[config.mk]
export PLATFORM = sky130hd
export DESIGN_NAME = interrupt_controller
export DESIGN_NICKNAME = d
export VERILOG_FILES = /design/src/rtl/intc_pkg.sv /design/src/rtl/priority_encoder.sv /design/src/rtl/interrupt_controller.sv
export SDC_FILE = /design/constraint.sdc
export NUM_CORES = 1
export LEC_CHECK = 0
export CORE_AREA = 4 4 66 68
export DETAILED_ROUTE_END_ITERATION = 8
export DIE_AREA = 0 0 70 72
export HOLD_SLACK_MARGIN = 0.15
export PLACE_DENSITY_LB_ADDON = 0.1
export SLEW_MARGIN = 20
export SYNTH_ARGS = -nofsm -noshare
export SYNTH_HDL_FRONTEND = slang
export SYNTH_SLANG_ARGS = --single-unit
[constraint.sdc]
create_clock -name clk_i -period 4.45 [get_ports clk_i]
set_input_delay 0.89 -clock clk_i [delete_from_list [all_inputs] [get_ports clk_i]]
set_output_delay 0.89 -clock clk_i [all_outputs]
set_load 0.05 [all_outputs]
[src/rtl/intc_pkg.sv]
// Shared types and register map for the interrupt controller.
// The optional INTC_EDGE_DETECT_EN feature is handled in interrupt_controller.sv.
package intc_pkg;

    typedef enum logic [1:0] {
        ST_IDLE    = 2'd0,
        ST_REQUEST = 2'd1,
        ST_SERVICE = 2'd2
    } intc_state_t;

    localparam logic [2:0] REG_ENABLE  = 3'd0;
    localparam logic [2:0] REG_PENDING = 3'd1;
    localparam logic [2:0] REG_VECTOR  = 3'd2;
    localparam logic [2:0] REG_CONTROL = 3'd3;
    localparam logic [2:0] REG_EOI     = 3'd4;
    localparam logic [2:0] REG_RAW     = 3'd5;
    localparam int         NUM_REGS    = 6;

    // Vector width; a single source still needs one bit
    function automatic int vec_w(input int sources);
        return (sources > 1) ? $clog2(sources) : 1;
    endfunction

endpackage

[src/rtl/priority_encoder.sv]
// Combinational lowest-index-wins encoder: index 0 has the highest priority.
module priority_encoder
    import intc_pkg::*;
#(
    parameter int SOURCES = 8
) (
    input  logic [SOURCES-1:0]         req,
    output logic                       valid,
    output logic [vec_w(SOURCES)-1:0]  index
);

    localparam int VW = vec_w(SOURCES);

    always_comb begin
        valid = |req;
        index = '0;
        for (int i = SOURCES - 1; i >= 0; i--) begin
            if (req[i]) index = VW'(i);
        end
    end

endmodule

[src/rtl/interrupt_controller.sv]
// Register-mapped interrupt controller: pending latch, mask, priority select, IDLE/REQUEST/SERVICE.
// Define INTC_EDGE_DETECT_EN to latch only rising edges of interrupt_i (one cycle extra latency).
module interrupt_controller
    import intc_pkg::*;
#(
    parameter int SOURCES = 8
) (
    input  logic                       clk_i,
    input  logic                       rst_i,
    input  logic [SOURCES-1:0]         interrupt_i,
    input  logic                       write_i,
    input  logic [31:0]                write_data_i,
    input  logic [2:0]                 write_address_i,
    output logic                       write_error_o,
    input  logic                       read_i,
    input  logic [2:0]                 read_address_i,
    output logic [31:0]                read_data_o,
    output logic                       read_error_o,
    output logic                       interrupt_o,
    output logic [vec_w(SOURCES)-1:0]  interrupt_vector_o,
    input  logic                       acknowledge_i
);

    localparam int VW = vec_w(SOURCES);

    intc_state_t        state_q, next_state;
    logic [SOURCES-1:0] enable_q;
    logic [SOURCES-1:0] pending_q;
    logic               gie_q;
    logic [VW-1:0]      vector_q;
    logic [SOURCES-1:0] src_event;
    logic [SOURCES-1:0] ack_mask;
    logic [SOURCES-1:0] w1c_mask;
    logic               enc_valid;
    logic [VW-1:0]      enc_index;
    logic               ack_take;
    logic               load_vec;
    logic               eoi_wr;
    logic               unused_wdata;

    assign unused_wdata = ^write_data_i;

`ifdef INTC_EDGE_DETECT_EN
    logic [SOURCES-1:0] irq_q, irq_qq;

    always_ff @(posedge clk_i or posedge rst_i) begin
        if (rst_i) begin
            irq_q  <= '0;
            irq_qq <= '0;
        end else begin
            irq_q  <= interrupt_i;
            irq_qq <= irq_q;
        end
    end

    assign src_event = irq_q & ~irq_qq;
`else
    assign src_event = interrupt_i;
`endif

    priority_encoder #(.SOURCES(SOURCES)) u_prio (
        .req   (pending_q & enable_q),
        .valid (enc_valid),
        .index (enc_index)
    );

    assign eoi_wr   = write_i && (write_address_i == REG_EOI);
    assign w1c_mask = (write_i && (write_address_i == REG_PENDING)) ? write_data_i[SOURCES-1:0] : '0;

    always_comb begin
        ack_mask = '0;
        ack_mask[vector_q] = ack_take;
    end

    always_comb begin
        next_state = state_q;
        ack_take   = 1'b0;
        load_vec   = 1'b0;
        case (state_q)
            ST_IDLE: begin
                if (gie_q && enc_valid) begin
                    next_state = ST_REQUEST;
                    load_vec   = 1'b1;
                end
            end
            ST_REQUEST: begin
                // Masking the source does not withdraw; only ack or global disable leave REQUEST
                if (acknowledge_i) begin
                    ack_take   = 1'b1;
                    next_state = ST_SERVICE;
                end else if (!gie_q) begin
                    next_state = ST_IDLE;
                end
            end
            ST_SERVICE: begin
                if (eoi_wr) next_state = ST_IDLE;
            end
            default: next_state = ST_IDLE;
        endcase
    end

    always_ff @(posedge clk_i or posedge rst_i) begin
        if (rst_i) begin
            state_q   <= ST_IDLE;
            enable_q  <= '0;
            pending_q <= '0;
            gie_q     <= 1'b0;
            vector_q  <= '0;
        end else begin
            state_q <= next_state;
            // New events win over same-cycle clears so no interrupt is lost
            pending_q <= (pending_q & ~w1c_mask & ~ack_mask) | src_event;
            if (load_vec) vector_q <= enc_index;
            if (write_i && (write_address_i == REG_ENABLE)) enable_q <= write_data_i[SOURCES-1:0];
            if (write_i && (write_address_i == REG_CONTROL)) gie_q <= write_data_i[0];
        end
    end

    assign interrupt_o        = (state_q == ST_REQUEST);
    assign interrupt_vector_o = vector_q;
    assign write_error_o      = write_i && (write_address_i > REG_RAW);
    assign read_error_o       = read_i && (read_address_i > REG_RAW);

    always_comb begin
        read_data_o = '0;
        case (read_address_i)
            REG_ENABLE:  read_data_o = 32'(enable_q);
            REG_PENDING: read_data_o = 32'(pending_q);
            REG_VECTOR:  read_data_o = 32'({state_q == ST_SERVICE, vector_q});
            REG_CONTROL: read_data_o = 32'(gie_q);
            REG_RAW:     read_data_o = 32'(interrupt_i);
            default:     read_data_o = '0;
        endcase
    end

endmodule

Run 1, sizing map:
Bar = 20 um.
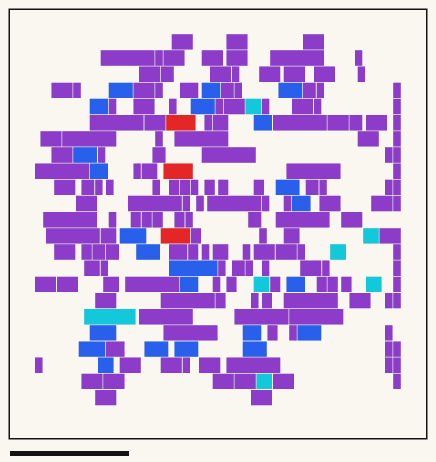
| size | colour | cells | share |
|---|---|---|---|
| x1 and smaller | purple | 172 | 84% |
| x6 and larger | red | 3 | 1.5% |
| x2 | blue | 23 | 11% |
| x3 and x4 | cyan | 7 | 3.4% |

Run 1, close-up of the layout:
Window x 38 to 68, y 3 to 33 um. Cells in grey, sequential cells in the stronger grey; small squares are vias.
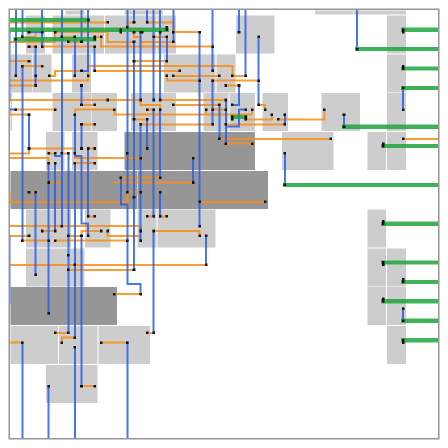
| layer | colour |
|---|---|
| M3 | green |
| M1 | orange |
| M2 | blue |
most frequent: conb_1 (11)
cells with their middle in the window: 44
netlist names of flops here include: `enable_q` (2), `pending_q` (2)
sequential cells in the window: 4

Run 1, where the registers sit:
Bar = 20 um. Other sequential cells in the stronger grey, the rest of the logic in the fainter grey.
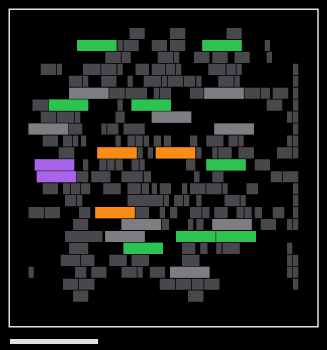
| netlist name | colour | sequential cells |
|---|---|---|
| `state_q` | purple | 2 |
| `enable_q` | green | 8 |
| `interrupt_vector_o` | orange | 3 |

==> impl_metrics.csv, run 1 <==
group,metric,value,unit
outcome,status,"finished, final reports clean",
worst_setup_path,r2r-start,"pending_q[2]$_DFF_PP0_",
worst_setup_path,path_class,"primary input to output pin",
worst_setup_path,crit_path_end_kind,"output pin",
floorplan,die_w,70,um
routing,wl_per_cell,14.6,um
min_path,holdPathStages,1,
global_routing,grt_max_degree,23,
timing,worst_slew_pin_slew,850,ps
synthesis,ys_area,1510,um^2
synthesis,ys_ff,22,
cts,clk_pin_slew,80,ps
power_and_ir_drop,p_int,0.457,mW
synthesis,syn_area,1510,um^2
cts,cts_buffers,3,
routing,first_pass_iters,7,
synthesis,synthArstFlopShare,100,%
routing,routed.top_layer,"met4",
worst_setup_path,critical_path.startpoint,"read_address_i[0]",
floorplan,io_pins,89,
worst_setup_path,worst-r2r-cell-count,4,
timing,tns,0,ps
timing,skew,2.29,ps
power_and_ir_drop,ir_worst_vdd,0.317,mV
synthesis,syn_inst,165,
place,place_congestion,0.831,
min_path,min_path_type,"register to register",
min_path,hold_end,"pending_q[0]$_DFF_PP0_",
synthesis,avgSynthCellArea,9.15,um^2
worst_setup_path,worstPathMaxFanout,9,
worst_setup_path,slowest_stage,"clkdlybuf4s50_1",
synthesis,yosysMostFrequentCell,"buf_4",
layout,fillers,377,
global_routing,gr-usage-met3,2.63,%
worst_setup_path,critical_path.max_stage_delay,840,ps
layout,comb_cells,133,
cts,root_buffer,"clkbuf_8",
cts,htreeDepth,1,
floorplan,rows,23,
synthesis,ys_sh_xor,0,%
timing,fin_crit,3880,ps
timing,final-setup-viol-count,0,
timing,hold-worst-slack,565,ps
synthesis,yosys.area_share.aoi,14.8,%
timing,fmax,0.258,GHz
layout,ff_count,22,
timing,hold_viol_final,0,
routing,wl_met1,1540,um
-- run 1: power by group through the flow --
stage          logic, mW  clock network, mW  registers, mW
3_5_place_dp       0.396                  0          0.310
3_3_place_gp       0.394                  0          0.308
5_1_grt            0.426              0.136          0.318
2_1_floorplan      0.255                  0          0.341
6_report           0.398              0.124          0.307
4_1_cts            0.398              0.127          0.306
-- run 1: per-stage QoR --
stage / std cells / setup slack, ps / power, mW
final: 255 / 575 / 0.829
after floorplan: 188 / 1050 / 0.596
after global routing: 255 / 432 / 0.880
after CTS: 255 / 538 / 0.831
after global placement: 252 / 556 / 0.701
after detailed placement: 252 / 535 / 0.706
-- run 1: critical path: cells and delay by family --
kind | cells | cell delay, ps
AND-OR/OR-AND | 2 | 330
buffers and inverters | 3 | 1760
==> run 2, diff against run 1 <==
SETUP_SLACK_MARGIN = 0.1   (was default)
TNS_END_PERCENT = 30   (was default)
Run 2, clock wires, drivers and flops:
Bar = 20 um.
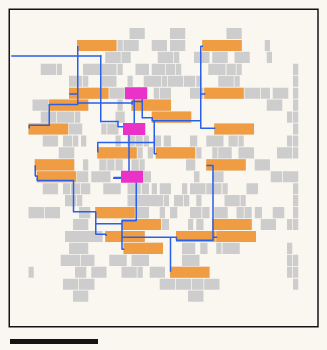
[clock wires] blue | length: 291 um
[flip-flops] orange | count: 22
[clock-net drivers] magenta | count: 3
routed clock nets: 4

Run 2, where the registers sit:
Bar = 20 um. Other sequential cells in the stronger grey, the rest of the logic in the fainter grey.
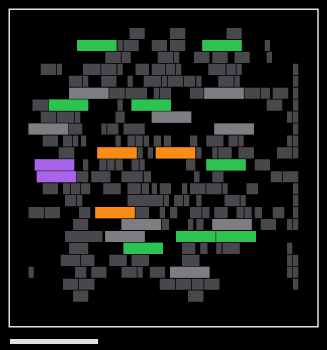
| netlist name | colour | sequential cells |
|---|---|---|
| `enable_q` | green | 8 |
| `interrupt_vector_o` | orange | 3 |
| `state_q` | purple | 2 |
not coloured: 9

==> impl_metrics.csv, run 2 <==
group,metric,value,unit
routing,wl_met1,1540,um
floorplan,die_w,70,um
cts,root_buffer,"clkbuf_8",
power_and_ir_drop,sequentialPower,0.307,mW
job,tool_warnings,50,
global_routing,grt_max_degree,23,
layout,lay_top_count,"clkdlybuf4s50_1",
layout,final_design_area_no_fill,1920,um^2
timing,fmax,0.258,GHz
routing,wl_per_cell,14.6,um
place,place_ws,535,ps
synthesis,ys_area,1510,um^2
timing,hold-worst-slack,565,ps
power_and_ir_drop,comb-power,0.398,mW
worst_setup_path,critical_path.max_stage_delay,840,ps
timing,hold_viol_final,0,
worst_setup_path,path_class,"primary input to output pin",
layout,fin_cells,255,
synthesis,ys_ff,22,
floorplan,io_pins,89,
timing,final-setup-viol-count,0,
synthesis,synthArstFlopShare,100,%
layout,clkbuf_count,3,
worst_setup_path,crit_path_end_kind,"output pin",
synthesis,yosysMostFrequentCell,"buf_4",
routing,first_pass_iters,7,
power_and_ir_drop,power_leader,"combinational logic",
layout,comb_cells,133,
place,place_inst,252,
synthesis,avgSynthCellArea,9.15,um^2
synthesis,syn_area,1510,um^2
timing,skew,2.29,ps
power_and_ir_drop,pg_clk,0.124,mW
cts,insertion_delay,260,ps
timing,worst_slew_pin_slew,850,ps
synthesis,syn_inst,165,
power_and_ir_drop,ir_worst_vdd,0.317,mV
synthesis,yosys.area.top_type,"dfrtp_1",
timing,tns,0,ps
min_path,min_path_type,"register to register",
worst_setup_path,critPathBufInv,3,
cts,htreeDepth,1,
floorplan,die-area,5040,um^2
layout,ff_count,22,
power_and_ir_drop,p_int,0.457,mW
worst_setup_path,worstPathArrival,2990,ps
global_routing,gr-usage-met3,2.63,%
worst_setup_path,crit_top_cell,"clkdlybuf4s50_1",
timing,fin_ws,575,ps
timing,fin_crit,3880,ps
power_and_ir_drop,total_power,0.829,mW
layout,antennaDiodeCount,0,
outcome,status,"finished, final reports clean",
floorplan,chipHeight,72,um
layout,sh_comb_area,43.1,%
worst_setup_path,cp_top_family,"buffers and inverters",
cts,post_cts.repair.setup_buffers,0,
floorplan,rows,23,
layout,fillers,377,
power_and_ir_drop,p_comb_share,48.0,%
place,hpwlAfterDp,2880,um
routing,routed.top_layer,"met4",
cts,clk_pin_slew,80,ps
layout,clock_cell_area_share,2.15,%
worst_setup_path,slowest_stage,"clkdlybuf4s50_1",
place,place_congestion,0.831,
worst_setup_path,worstPathMaxFanout,9,
cts,cts_buffers,3,
run 2: cell counts in the layout (fill, tap and decap cells not counted):
Identical to the previous run, type by type.
run 2: worst paths after layout:
check	from	end	cells past startpoint
max	read_address_i[0]	read_data_o[3]	5
min	pending_q[0]$_DFF_PP0_	pending_q[0]$_DFF_PP0_	1
max reg2reg	pending_q[2]$_DFF_PP0_	interrupt_vector_o[0]$_DFFE_PP0P_	4
min reg2reg	pending_q[0]$_DFF_PP0_	pending_q[0]$_DFF_PP0_	1
max in group asynchronous	rst_i	pending_q[0]$_DFF_PP0_	2
min in group asynchronous	rst_i	enable_q[5]$_DFFE_PP0P_	2
run 2: kinds of logic after synthesis:
logic type,share of synthesized area (%)
buf+inv,14.5
flops,36.5
compound gates,14.8
other cells,0.248
simple gates,20.4
mux,13.6
==> run 3, diff against run 2 <==
CTS_CLUSTER_DIAMETER = 60   (was default)
Run 3, clock wires, drivers and flops:
Bar = 20 um.
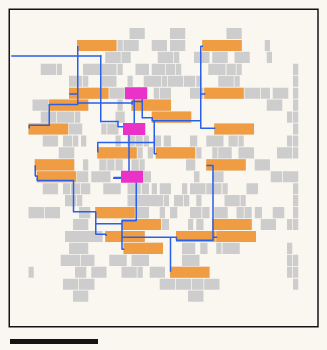
[flip-flops] orange | count: 22
[clock-net drivers] magenta | count: 3
[clock wires] blue | length: 291 um
routed clock nets: 4

==> impl_metrics.csv, run 3 <==
group,metric,value,unit
worst_setup_path,r2r-start,"pending_q[2]$_DFF_PP0_",
layout,inverters,3,
job,cap_violations,0,
layout,antennaDiodeCount,0,
layout,fin_cells,255,
synthesis,ys_area,1510,um^2
floorplan,rows,23,
job,tool_warnings,50,
worst_setup_path,crit_top_cell,"clkdlybuf4s50_1",
floorplan,chipHeight,72,um
worst_setup_path,crit_path_end_kind,"output pin",
layout,lay_top_count,"clkdlybuf4s50_1",
worst_setup_path,path_class,"primary input to output pin",
power_and_ir_drop,pg_clk,0.124,mW
synthesis,ys_types,31,
global_routing,gr-max-usage-layer,"met2",
layout,clock_cell_area_share,2.15,%
power_and_ir_drop,power_leader,"combinational logic",
global_routing,grt_max_degree,23,
layout,ff_count,22,
synthesis,yosys_cells,165,
layout,comb_cells,133,
floorplan,die-area,5040,um^2
floorplan,die_w,70,um
routing,routed.top_layer,"met4",
power_and_ir_drop,total_power,0.829,mW
timing,hold_viol_final,0,
routing,wl_met1,1540,um
power_and_ir_drop,comb-power,0.398,mW
worst_setup_path,slowest_stage,"clkdlybuf4s50_1",
worst_setup_path,worstPathArrival,2990,ps
place,place_inst,252,
worst_setup_path,critPathBufInv,3,
place,place_ws,535,ps
worst_setup_path,cp_top_family,"buffers and inverters",
cts,clk_pin_slew,80,ps
power_and_ir_drop,ir_worst_vdd,0.317,mV
power_and_ir_drop,sequentialPower,0.307,mW
timing,fin_ws,575,ps
min_path,holdCritStartpoint,"pending_q[0]$_DFF_PP0_",
synthesis,yosys.area.top_type,"dfrtp_1",
timing,skew,2.29,ps
timing,period_used_share,87.1,%
routing,wl_per_cell,14.6,um
synthesis,enable_flop_cells,0,
layout,clkbuf_count,3,
worst_setup_path,worst-r2r-cell-count,4,
cts,hold_buffers,0,
place,hpwlAfterDp,2880,um
layout,lay_top_cells,"clkdlybuf4s50_1, conb_1, nand2_1",
cts,root_buffer,"clkbuf_8",
layout,fin_util,49.7,%
timing,fmax,0.258,GHz
cts,htreeDepth,1,
min_path,hold_end,"pending_q[0]$_DFF_PP0_",
synthesis,syn_area,1510,um^2
power_and_ir_drop,p_int,0.457,mW
min_path,min_path_type,"register to register",
place,place_congestion,0.831,
synthesis,ys_ff,22,
timing,fin_crit,3880,ps
layout,fillers,377,
outcome,status,"finished, final reports clean",
synthesis,syn_inst,165,
worst_setup_path,worstPathMaxFanout,9,
timing,tns,0,ps
worst_setup_path,critical_path.max_stage_delay,840,ps
synthesis,avgSynthCellArea,9.15,um^2
timing,final-setup-viol-count,0,
synthesis,synthArstFlopShare,100,%
synthesis,flop_cell,"dfrtp_1",
floorplan,io_pins,89,
synthesis,yosysMostFrequentCell,"buf_4",
cts,post_cts.repair.setup_buffers,0,
power_and_ir_drop,p_comb_share,48.0,%
min_path,holdPathStages,1,
worst_setup_path,rr_endpoint,"interrupt_vector_o[0]$_DFFE_PP0P_",
worst_setup_path,r2r_slack,2850,ps
global_routing,gr-usage-met3,2.63,%
routing,first_pass_iters,7,
timing,worst_slew_pin_slew,850,ps
timing,hold-worst-slack,565,ps
layout,final_design_area_no_fill,1920,um^2
layout,sh_comb_area,43.1,%
routing,drtIter0Drc,78,
Run 3, the clock network:
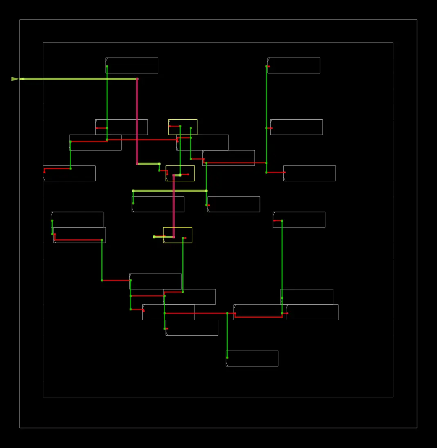
Late-Pin Clk Latency: 260 ps
Inserted Clock Buffers: 3

[run 3: cell counts after synthesis]
No cell type changed its count.
[run 3: logic make-up after synthesis]
logic type             synth area share, %
AND-OR/OR-AND                         14.8
buffers and inverters                 14.5
flip-flops                            36.5
multiplexers                          13.6
other                                0.248
AND/OR/NAND/NOR                       20.4
[run 3: worst max path at each step]
stage / startpoint / to / cells past startpoint / slack [ps]
6_report: read_address_i[0] / read_data_o[3] / 5 / 570
5_1_grt: read_address_i[0] / read_data_o[3] / 5 / 430
4_1_cts: read_address_i[0] / read_data_o[3] / 5 / 540
3_5_place_dp: read_address_i[0] / read_data_o[3] / 5 / 540
3_3_place_gp: read_address_i[0] / read_data_o[3] / 5 / 560
2_1_floorplan: read_address_i[0] / read_data_o[1] / 4 / 1050
Power is estimated from default activity; no workload was simulated.
